--- config.mk ---
export PLATFORM = sky130hd
export DESIGN_NAME = ripl_h_decimate_flat
export DESIGN_NICKNAME = d
export VERILOG_FILES = /design/src/rtl/ripl_h_decimate_if.sv /design/src/rtl/ripl_h_decimate.sv /design/src/flat_wrapper.sv
export SDC_FILE = /design/constraint.sdc
export NUM_CORES = 1
export LEC_CHECK = 0
export ABC_AREA = 0
export CAP_MARGIN = 20
export CELL_PAD_IN_SITES_DETAIL_PLACEMENT = 1
export CELL_PAD_IN_SITES_GLOBAL_PLACEMENT = 1
export CORE_AREA = 3 3 123 78
export DETAILED_ROUTE_END_ITERATION = 6
export DIE_AREA = 0 0 126 81
export PLACE_DENSITY = 0.79
export SYNTH_ARGS = -nofsm -noshare
export SYNTH_HDL_FRONTEND = slang
export SYNTH_SLANG_ARGS = --single-unit
--- constraint.sdc ---
create_clock -name CLK -period 2.6 [get_ports CLK]
set_input_delay 0.26 -clock CLK [delete_from_list [all_inputs] [get_ports CLK]]
set_output_delay 0.26 -clock CLK [all_outputs]
set_load 0.005 [all_outputs]
--- src/rtl/ripl_h_decimate_if.sv ---
// Token-port bundle for the horizontal decimation stage.
// The In1 side carries the raster input and the Out1 side carries the decimated output.
interface ripl_h_decimate_if #(
    parameter int DATA_W = 16
) ();
    logic [DATA_W-1:0] In1_DATA;
    logic              In1_SEND;
    logic [15:0]       In1_COUNT;
    logic              In1_ACK;
    logic [DATA_W-1:0] Out1_DATA;
    logic              Out1_SEND;
    logic              Out1_RDY;
    logic              Out1_ACK;
    logic [15:0]       Out1_COUNT;

    modport slave (
        input  In1_DATA, In1_SEND, In1_COUNT, Out1_RDY, Out1_ACK,
        output In1_ACK, Out1_DATA, Out1_SEND, Out1_COUNT
    );

    modport master (
        output In1_DATA, In1_SEND, In1_COUNT, Out1_RDY, Out1_ACK,
        input  In1_ACK, Out1_DATA, Out1_SEND, Out1_COUNT
    );
endinterface

--- src/rtl/ripl_h_decimate.sv ---
// Horizontal decimation stage of the saliency pyramid.
// For every FACTOR pixels it emits either the first pixel of the group or the truncated mean, buffered through a small output FIFO.
module ripl_h_decimate #(
    parameter int DATA_W     = 16,
    parameter int IMG_W      = 512,
    parameter int FACTOR     = 2,
    parameter int MODE       = 0,
    parameter int FIFO_DEPTH = 4
) (
    input  logic                 CLK,
    input  logic                 RESET,
    ripl_h_decimate_if.slave     bus
);
    localparam int LOG2F = $clog2(FACTOR);
    localparam int ACC_W = DATA_W + LOG2F;
    localparam int PH_W  = (LOG2F > 0) ? LOG2F : 1;
    localparam int COL_W = (IMG_W > 1) ? $clog2(IMG_W) : 1;
    localparam int AW    = $clog2(FIFO_DEPTH);

    if (IMG_W % FACTOR != 0) begin : g_badImgW
        $error("ripl_h_decimate: IMG_W must be a multiple of FACTOR");
    end
    if (FACTOR < 1 || FACTOR > 16 || (FACTOR & (FACTOR - 1)) != 0) begin : g_badFactor
        $error("ripl_h_decimate: FACTOR must be a power of two in 1..16");
    end
    if (FIFO_DEPTH < 2 || (FIFO_DEPTH & (FIFO_DEPTH - 1)) != 0) begin : g_badDepth
        $error("ripl_h_decimate: FIFO_DEPTH must be a power of two, at least 2");
    end
    if (MODE != 0 && MODE != 1) begin : g_badMode
        $error("ripl_h_decimate: MODE must be 0 (pick) or 1 (average)");
    end

    logic [PH_W-1:0]   r_phase;
    logic [COL_W-1:0]  r_col;
    logic [ACC_W-1:0]  r_acc;
    logic [DATA_W-1:0] r_pick;
    logic [DATA_W-1:0] r_mem [FIFO_DEPTH];
    logic [AW-1:0]     r_wrPtr;
    logic [AW-1:0]     r_rdPtr;
    logic [AW:0]       r_count;

    logic              w_completing;
    logic              w_full;
    logic              w_empty;
    logic              w_accept;
    logic              w_push;
    logic              w_pop;
    logic [ACC_W-1:0]  w_sum;
    logic [DATA_W-1:0] w_avg;
    logic [DATA_W-1:0] w_pushData;
    logic              w_unused;

    assign w_completing = (r_phase == PH_W'(FACTOR - 1));
    assign w_full       = (r_count == (AW + 1)'(FIFO_DEPTH));
    assign w_empty      = (r_count == '0);

    // Only the completing pixel needs FIFO space, so full never depends on Out1_RDY in the same cycle.
    assign w_accept = bus.In1_SEND & ~RESET & (~w_completing | ~w_full);
    assign w_push   = w_accept & w_completing;
    assign w_pop    = ~w_empty & bus.Out1_RDY;

    assign w_sum      = ((r_phase == '0) ? '0 : r_acc) + ACC_W'(bus.In1_DATA);
    assign w_avg      = DATA_W'(w_sum >> LOG2F);
    assign w_pushData = (MODE == 1) ? w_avg : ((FACTOR == 1) ? bus.In1_DATA : r_pick);

    assign bus.In1_ACK    = w_accept;
    assign bus.Out1_SEND  = w_pop;
    assign bus.Out1_DATA  = w_empty ? '0 : r_mem[r_rdPtr];
    assign bus.Out1_COUNT = 16'h1;

    assign w_unused = ^{bus.In1_COUNT, bus.Out1_ACK};

    always_ff @(posedge CLK or posedge RESET) begin
        if (RESET) begin
            r_phase <= '0;
            r_col   <= '0;
            r_acc   <= '0;
            r_pick  <= '0;
        end else if (w_accept) begin
            r_phase <= w_completing ? '0 : r_phase + PH_W'(1);
            r_col   <= (r_col == COL_W'(IMG_W - 1)) ? '0 : r_col + COL_W'(1);
            r_acc   <= w_sum;
            if (r_phase == '0) begin
                r_pick <= bus.In1_DATA;
            end
        end
    end

    always_ff @(posedge CLK or posedge RESET) begin
        if (RESET) begin
            r_wrPtr <= '0;
            r_rdPtr <= '0;
            r_count <= '0;
        end else begin
            if (w_push) begin
                r_wrPtr <= r_wrPtr + AW'(1);
            end
            if (w_pop) begin
                r_rdPtr <= r_rdPtr + AW'(1);
            end
            case ({w_push, w_pop})
                2'b10:   r_count <= r_count + (AW + 1)'(1);
                2'b01:   r_count <= r_count - (AW + 1)'(1);
                default: r_count <= r_count;
            endcase
        end
    end

    // Storage needs no reset: the read side is gated by the occupancy count.
    always_ff @(posedge CLK) begin
        if (w_push) begin
            r_mem[r_wrPtr] <= w_pushData;
        end
    end
endmodule

--- src/flat_wrapper.sv ---
// flat-port wrapper written by rule: the top's interface ports become plain ports
module ripl_h_decimate_flat 
#(
    parameter int DATA_W     = 16,
    parameter int IMG_W      = 512,
    parameter int FACTOR     = 2,
    parameter int MODE       = 0,
    parameter int FIFO_DEPTH = 4
)
  (CLK, RESET, bus_In1_DATA, bus_In1_SEND, bus_In1_COUNT, bus_Out1_RDY, bus_Out1_ACK, bus_In1_ACK, bus_Out1_DATA, bus_Out1_SEND, bus_Out1_COUNT);
  ripl_h_decimate_if #(.DATA_W(DATA_W)) bus_i ();
  input  logic CLK;
  input  logic RESET;
  input wire logic [$bits(bus_i.In1_DATA)-1:0] bus_In1_DATA;
  input wire logic [$bits(bus_i.In1_SEND)-1:0] bus_In1_SEND;
  input wire logic [$bits(bus_i.In1_COUNT)-1:0] bus_In1_COUNT;
  input wire logic [$bits(bus_i.Out1_RDY)-1:0] bus_Out1_RDY;
  input wire logic [$bits(bus_i.Out1_ACK)-1:0] bus_Out1_ACK;
  output wire logic [$bits(bus_i.In1_ACK)-1:0] bus_In1_ACK;
  output wire logic [$bits(bus_i.Out1_DATA)-1:0] bus_Out1_DATA;
  output wire logic [$bits(bus_i.Out1_SEND)-1:0] bus_Out1_SEND;
  output wire logic [$bits(bus_i.Out1_COUNT)-1:0] bus_Out1_COUNT;
  assign bus_i.In1_DATA = bus_In1_DATA;
  assign bus_i.In1_SEND = bus_In1_SEND;
  assign bus_i.In1_COUNT = bus_In1_COUNT;
  assign bus_i.Out1_RDY = bus_Out1_RDY;
  assign bus_i.Out1_ACK = bus_Out1_ACK;
  assign bus_In1_ACK = bus_i.In1_ACK;
  assign bus_Out1_DATA = bus_i.Out1_DATA;
  assign bus_Out1_SEND = bus_i.Out1_SEND;
  assign bus_Out1_COUNT = bus_i.Out1_COUNT;
  ripl_h_decimate #(.DATA_W(DATA_W), .IMG_W(IMG_W), .FACTOR(FACTOR), .MODE(MODE), .FIFO_DEPTH(FIFO_DEPTH)) u_core (.CLK(CLK), .RESET(RESET), .bus(bus_i));
endmodule
Figure 1. Drive-strength map (run 1).
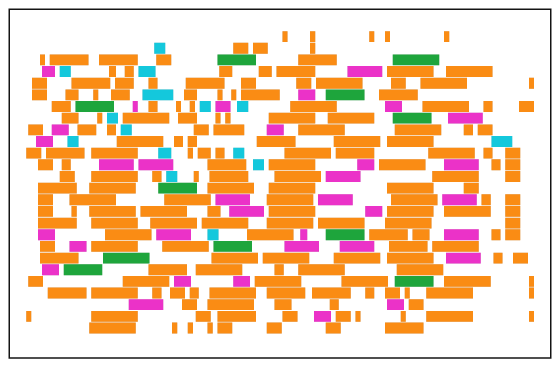
drive 3 to 4 -> cyan  # cells 15, most used buf_4
drive 1 or less -> orange  # cells 192, most used edfxtp_1
drive 6 and up -> green  # cells 11, most used clkbuf_16
drive 2 -> magenta  # cells 34, most used mux4_2

Figure 2. Placement by cell class (run 1).
Scale bar: 50 um. Fill, decap, tap and diode cells in grey.
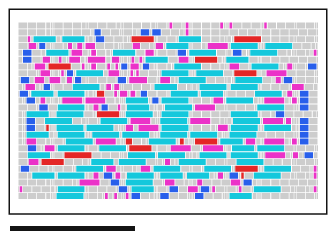
flip-flops -> cyan  # cells 88, share of their area 59%
clock drivers and dummy loads -> red  # cells 16, share of their area 7.3%
all other logic -> magenta  # cells 101, share of their area 23%
other buffers and delay cells -> blue  # cells 47, share of their area 10%

Figure 3. The clock network (run 1).
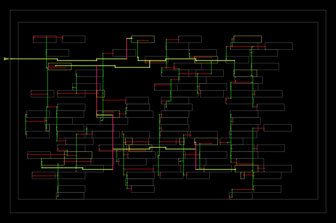
Worst Clk Skew: 0.00634 ns
# clk buffers: 10
P_clk: 1340 uW
Sink Count: 88
clk_lat worst skew: 0.34 ns

==> results.toml, run 1 <==
# yosys + openroad results
[run_status]
outcome = "finished, final reports clean"

[critical_path]
worstPathCellList = "buf_4, mux4_2, nor2b_1, clkdlybuf4s50_1"
critPathCaptureType = "primary output"
path_class = "reg2out"
crit_family = "buffers and inverters"
required_ns = 2.34
rr_worst_depth = 9
rr_endpoint = "u_core.r_count[2]$_DFFE_PP0P_"
slowest_delay_ns = 0.56
critPathSlowestCell = "mux4_2"
crit_buf_inv = 2
worstPathMaxFanout = 11
r2r-start = "u_core.r_count[0]$_DFFE_PP0P_"
start_kind = "register"
rrSetupSlack_ns = 0.62

[floorplan]
row_count = 26
die_h_um = 81
die_area_um2 = 10200
ios = 71
core_area_um2 = 8460
fp-utilization_pct = 43.1

[clock_tree]
numCtsBuffers = 9
cts.path.max_buffers = 2
cts_tree = "built"
htree_levels = 3
cts.reportedPaths.clkPinSlew_ns = 0.06
clock-root-buffer = "clkbuf_16"
cts_setup_buffers = 0

[yosys]
synth_top_area_share_pct = 52.7
common_cells = "edfxtp_1, dfrtp_1, buf_4"
yosys.area.top_type = "edfxtp_1"
netlist_instances = 197
ys_warn_count = 0
synth.most_common_cell = "edfxtp_1"
ys_cells = 197
synth-main-ff-cell = "edfxtp_1"
avgSynthCellArea_um2 = 18.5
area_leaders = "edfxtp_1, dfrtp_1, mux4_2, mux2_2, buf_4"
synth-seq-cells = 88
edf_count = 64
yosys_area_um2 = 3650
synth.distinct_cells = 28

[routing]
wl_um = 6580
postRouteAntennaNets = 0
post_drt_wl_per_cell_um = 18.1
drt_iter0_drc = 113
first_pass_iters = 4
avgViaCountPerCell = 4.81
vias = 1751

[power]
switching_share_pct = 26.9
share_seq_of_total_power_pct = 44.2
clock_power_share_pct = 26.7
p_sw_uw = 1350
combPwrFrac_pct = 29.1
peakVddDrop_mv = 0.491
p_per_area_nw_per_um2 = 1140

[place]
port_buffers = 37
dp_hpwl_um = 4350
place_area_um2 = 4110
gp_congestion = 0.653

[sta]
timing.final.setup_violations = 0
rsz0062_at_grt = "no"
worst_pin_slew_ns = 0.577
hold_viol = 0
tns_ns = 0
period_needed_ns = 2.37
fmax_ghz = 0.423
finalMaxSlewViolations = 0
period_used_pct = 91.0

[layout]
final_area_um2 = 4420
nets = 290
n_antenna_cell = 0
area_growth_pct = 21.3
drive_above_1_share_pct = 23.8

[flow_run]
cap_violations = 0

[grt]
grt_antenna_before_repair = 0
grt_usage_pct = 14.1

[hold_path]
hp-class = "in2async"
==> run 1: layout by cell type, fill, tap and decap left out, types with 2 or more instances in the layout <==
master / n
xor2_1: 4
and2_1: 4
conb_1: 16
mux4_2: 16
clkbuf_16: 9
nor2b_1: 16
ha_1: 5
mux2_2: 14
bufinv_16: 2
xnor2_1: 2
nor2_1: 3
buf_4: 10
clkdlybuf4s50_1: 37
mux2_1: 3
edfxtp_1: 64
dfrtp_1: 24
inv_1: 7
==> run 1: tightest hold or removal path: stages <==
cell             delay, ns
clkdlybuf4s50_1       0.41
inv_1                 0.06
buf_4                 0.33
==> run 1: state kept, by name, indices dropped and copies added, names as in the netlist <==
name and count:
u_core.r_mem 64, u_core.r_pick 16, u_core.r_count 3, u_core.r_rdPtr 2, u_core.r_wrPtr 2, u_core.r_phase 1
==> run 1: routing by layer <==
metal	up-vias	GRT usage (%)	routed length, um	part of all wire (%)
met5	-	0	0	0
met2	44	22.7	3250	49
li1	792	-	-	-
met3	10	6.37	426	6.5
met4	0	3.64	60	0.91
met1	905	17.7	2840	43
==> run 1: worst max-delay path by stage <==
stage	from	slack, ns	cells past startpoint	to
finish	u_core.r_rdPtr[0]$_DFFE_PP0P_	0.23	4	bus_Out1_DATA[1]
global placement	bus_Out1_RDY	0.45	8	u_core.r_count[2]$_DFFE_PP0P_
CTS	u_core.r_rdPtr[0]$_DFFE_PP0P_	0.19	4	bus_Out1_DATA[1]
floorplan	u_core.r_count[2]$_DFFE_PP0P_	0.74	8	u_core.r_count[2]$_DFFE_PP0P_
detailed placement	RESET	0.37	10	u_core.r_count[2]$_DFFE_PP0P_
global route	u_core.r_rdPtr[0]$_DFFE_PP0P_	0.13	4	bus_Out1_DATA[1]
==> run 1: power groups by stage <==
| stage | logic, uW | clock network [uW] | registers [uW] |
|---|---|---|---|
| detailed placement | 1500 | 0 | 2250 |
| global placement | 1440 | 0 | 2210 |
| finish | 1460 | 1340 | 2220 |
| global route | 1620 | 1440 | 2270 |
| floorplan | 963 | 0 | 2140 |
| CTS | 1510 | 1380 | 2230 |
==> run 1: final cells by class <==
type	instances	area, um^2	area share [%]
clock buffer	10	229	5.18
inverter	8	30.0	0.679
timing repair buffer	47	445	10.1
tap	112	140	3.17
sequential	88	2520	57.0
multi-input combinational	93	972	22.0
clock inverter	6	85.1	1.92
==> run 1: stage by stage <==
step                instances  setup slack, ns  hold slack (ns)
floorplan                 211            0.741            0.275
global placement          348            0.448            0.488
detailed placement        348            0.370            0.504
CTS                       364            0.194            0.317
global route              364            0.130            0.354
finish                    364            0.234            0.312
==> run 1: cells by family after synthesis <==
| family | after synthesis | synth area share [%] |
|---|---|---|
| XOR/XNOR | 6 | 1.44 |
| other | 2 | 0.206 |
| AND/OR/NAND/NOR | 28 | 5.04 |
| AND-OR/OR-AND | 3 | 0.858 |
| buffers and inverters | 30 | 5.59 |
| flip-flops | 88 | 69.2 |
| adder cells (fa/ha/maj) | 6 | 2.26 |
| multiplexers | 34 | 15.4 |
==> inputs of run 2 (changes only) <==
--- a/config.mk
+++ b/config.mk
@@ -12,7 +12,8 @@
 export CORE_AREA = 3 3 123 78
 export DETAILED_ROUTE_END_ITERATION = 6
 export DIE_AREA = 0 0 126 81
-export PLACE_DENSITY = 0.79
+export MAX_ROUTING_LAYER = met4
+export PLACE_DENSITY = 0.73
 export SYNTH_ARGS = -nofsm -noshare
 export SYNTH_HDL_FRONTEND = slang
 export SYNTH_SLANG_ARGS = --single-unit
==> run 2 against run 1 <==
Net effect: maximum frequency is 0.82% lower; power down 0.63%; synthesized cell count stayed put; register-to-register slack got worse by 0.03 ns; critical path type unchanged; critical endpoint is now bus_Out1_DATA[9].
==> results.toml, run 2 <==
# yosys + openroad results
[flow_run]
tool_warnings = 46
cap_violations = 0

[critical_path]
worstPathMaxFanout = 13
path_class = "reg2out"
critPathCaptureType = "primary output"
start_kind = "register"
required_ns = 2.34
worstPathArrival_ns = 2.13

[yosys]
netlist_instances = 197
ys_warn_count = 0
area_leaders = "edfxtp_1, dfrtp_1, mux4_2, mux2_2, buf_4"
synth_top_area_share_pct = 52.7
common_cells = "edfxtp_1, dfrtp_1, buf_4"
synth.most_common_cell = "edfxtp_1"
ys_cells = 197
avgSynthCellArea_um2 = 18.5
ys_seq_share_pct = 69.2
async_reset_ff_share_pct = 27.3
syn-cell-area_um2 = 3650
yosys.area.top_type = "edfxtp_1"
edf_count = 64
synth.distinct_cells = 28
yosys_area_um2 = 3650
synth-main-ff-cell = "edfxtp_1"
synth-seq-cells = 88

[run_status]
outcome = "finished, final reports clean"

[grt]
grt_max_degree = 25
grt_antenna_before_repair = 0
grt_usage_pct = 15.2
grt_pass1_wl_um = 10900
grt_pass1_vias = 1969
overflow = 0

[sta]
tns_ns = 0
timing.final.setup_violations = 0
fin_ws_ns = 0.214
rsz0062_at_grt = "no"
finalMaxSlewViolations = 0
worst_pin_slew_ns = 0.580
fmax_ghz = 0.419
period_used_pct = 91.8
max_slew_margin_pct = 61.3
clock_skew_ns = 0.00558
period_needed_ns = 2.39
hold_viol = 0

[power]
total_power_uw = 4990
power.leakage_uw = 0.00164
p_per_area_nw_per_um2 = 1120
peakVddDrop_mv = 0.475

[routing]
wl_um = 6910
first_pass_iters = 5
postRouteAntennaNets = 0
drt_iter0_drc = 128
vias = 1757
drc = 0
avgViaCountPerCell = 4.77
post_drt_wl_per_cell_um = 18.8

[layout]
drive_above_1_share_pct = 24.6
area_growth_pct = 21.8
reg_top3 = "u_core.r_mem: 64 flops, u_core.r_pick: 16 flops, u_core.r_count: 3 flops"
largest_reg_flops = 64
nets = 294
regMostFlops = "u_core.r_mem"
n_antenna_cell = 0
lay_top_count = "edfxtp_1"
lay_top_cells = "edfxtp_1, clkdlybuf4s50_1, dfrtp_1"

[clock_tree]
cts_setup_buffers = 0
cts-hold-fix-buffers = 0
cts.path.max_buffers = 2
ctsResizeCount = 0
cts.reportedPaths.clkPinSlew_ns = 0.06
cts.sinks = 88
htree_levels = 3
cts_tree = "built"
clock-root-buffer = "clkbuf_16"

[floorplan]
row_count = 26
core_area_um2 = 8460
die_h_um = 81
die_w_um = 126
die_area_um2 = 10200
ios = 71
fp-utilization_pct = 43.1

[place]
dp_hpwl_um = 4550
gp_congestion = 0.687
port_buffers = 37
pre_cts_slack_ns = 0.371

[hold_path]
hp-class = "in2async"
## run 2: through the flow
stage / instances / util, % / hold slack, ns / instance area [um^2]
after floorplan: 211 / - / 0.275 / 3700
after global placement: 352 / 48.9 / 0.492 / 4140
after detailed placement: 352 / 48.9 / 0.509 / 4140
after CTS: 368 / 52.5 / 0.331 / 4440
after global routing: 368 / 52.5 / 0.357 / 4440
final: 368 / 52.5 / 0.319 / 4440
## run 2: cell type report
| cell class | instances | area (um^2) |
|---|---|---|
| fill | 799 | 4020 |
| sequential | 88 | 2520 |
| multi-input combinational | 93 | 972 |
| inverter | 8 | 30.0 |
| clock buffer | 13 | 260 |
| timing repair buffer | 51 | 475 |
| clock inverter | 3 | 41.3 |
| tap | 112 | 140 |
## run 2: power by group
part,switching (uW),internal (uW)
sequential,268,1960
combinational,598,891
clock,486,794
total,1350,3640
## run 2: metal layers
layer / vias to the layer above / routed length [um] / GRT usage [%]
li1: 800 / - / -
met1: 907 / 3140 / 19.2
met2: 44 / 3360 / 24.0
met3: 6 / 358 / 5.58
met4: 0 / 55 / 2.89
met5: - / 0 / -
## run 2: worst paths after layout
path	start	to	slack, ns	depth (start not counted)
min reg2reg	u_core.r_pick[4]$_DFFE_PP0P_	u_core.r_mem[0][4]$_DFFE_PP_	0.52	0
max in group asynchronous	RESET	u_core.r_wrPtr[0]$_DFFE_PP0P_	2.01	3
max reg2reg	u_core.r_count[2]$_DFFE_PP0P_	u_core.r_count[2]$_DFFE_PP0P_	0.59	8
min	RESET	u_core.r_phase$_DFFE_PP0N_	0.32	3
min in group CLK	u_core.r_pick[4]$_DFFE_PP0P_	u_core.r_mem[0][4]$_DFFE_PP_	0.52	0
max	u_core.r_rdPtr[0]$_DFFE_PP0P_	bus_Out1_DATA[9]	0.21	4
## run 2: worst max-delay path, stage by stage (launching register included)
cell,delay (ns)
dfrtp_1,0.34
buf_4,0.29
mux4_2,0.55
nor2b_1,0.15
clkdlybuf4s50_1,0.46
## run 2: logic make-up after synthesis
logic type / Yosys count / share of synthesized area, %
xor+xnor: 6 / 1.44
other cells: 2 / 0.206
simple gates: 28 / 5.04
buf+inv: 30 / 5.59
fa+ha+maj: 6 / 2.26
mux: 34 / 15.4
compound gates: 3 / 0.858
flops: 88 / 69.2
Figure 4. The clock network (run 2).
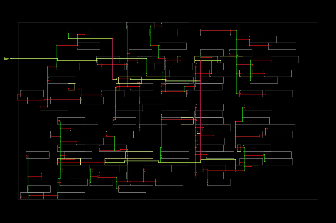
# clk buffers: 13
P_clk: 1280 uW
clk_lat worst skew: 0.33 ns
Flop Count: 88
total CTS buffers: 9

Figure 5. Drive-strength map (run 2).
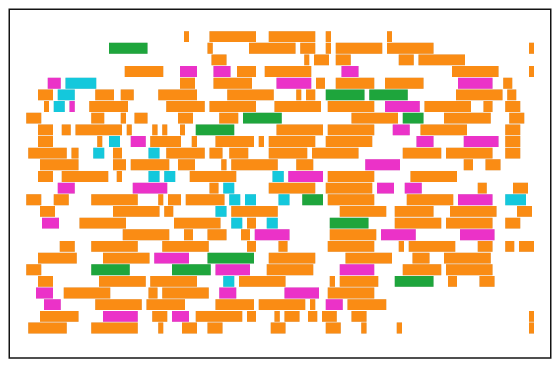
drive 6 and up -> green  # cells 12, most used clkbuf_16
drive 2 -> magenta  # cells 33, most used mux4_2
drive 1 or less -> orange  # cells 193, most used edfxtp_1
drive 3 to 4 -> cyan  # cells 18, most used buf_4

Power is estimated from default activity; no workload was simulated.
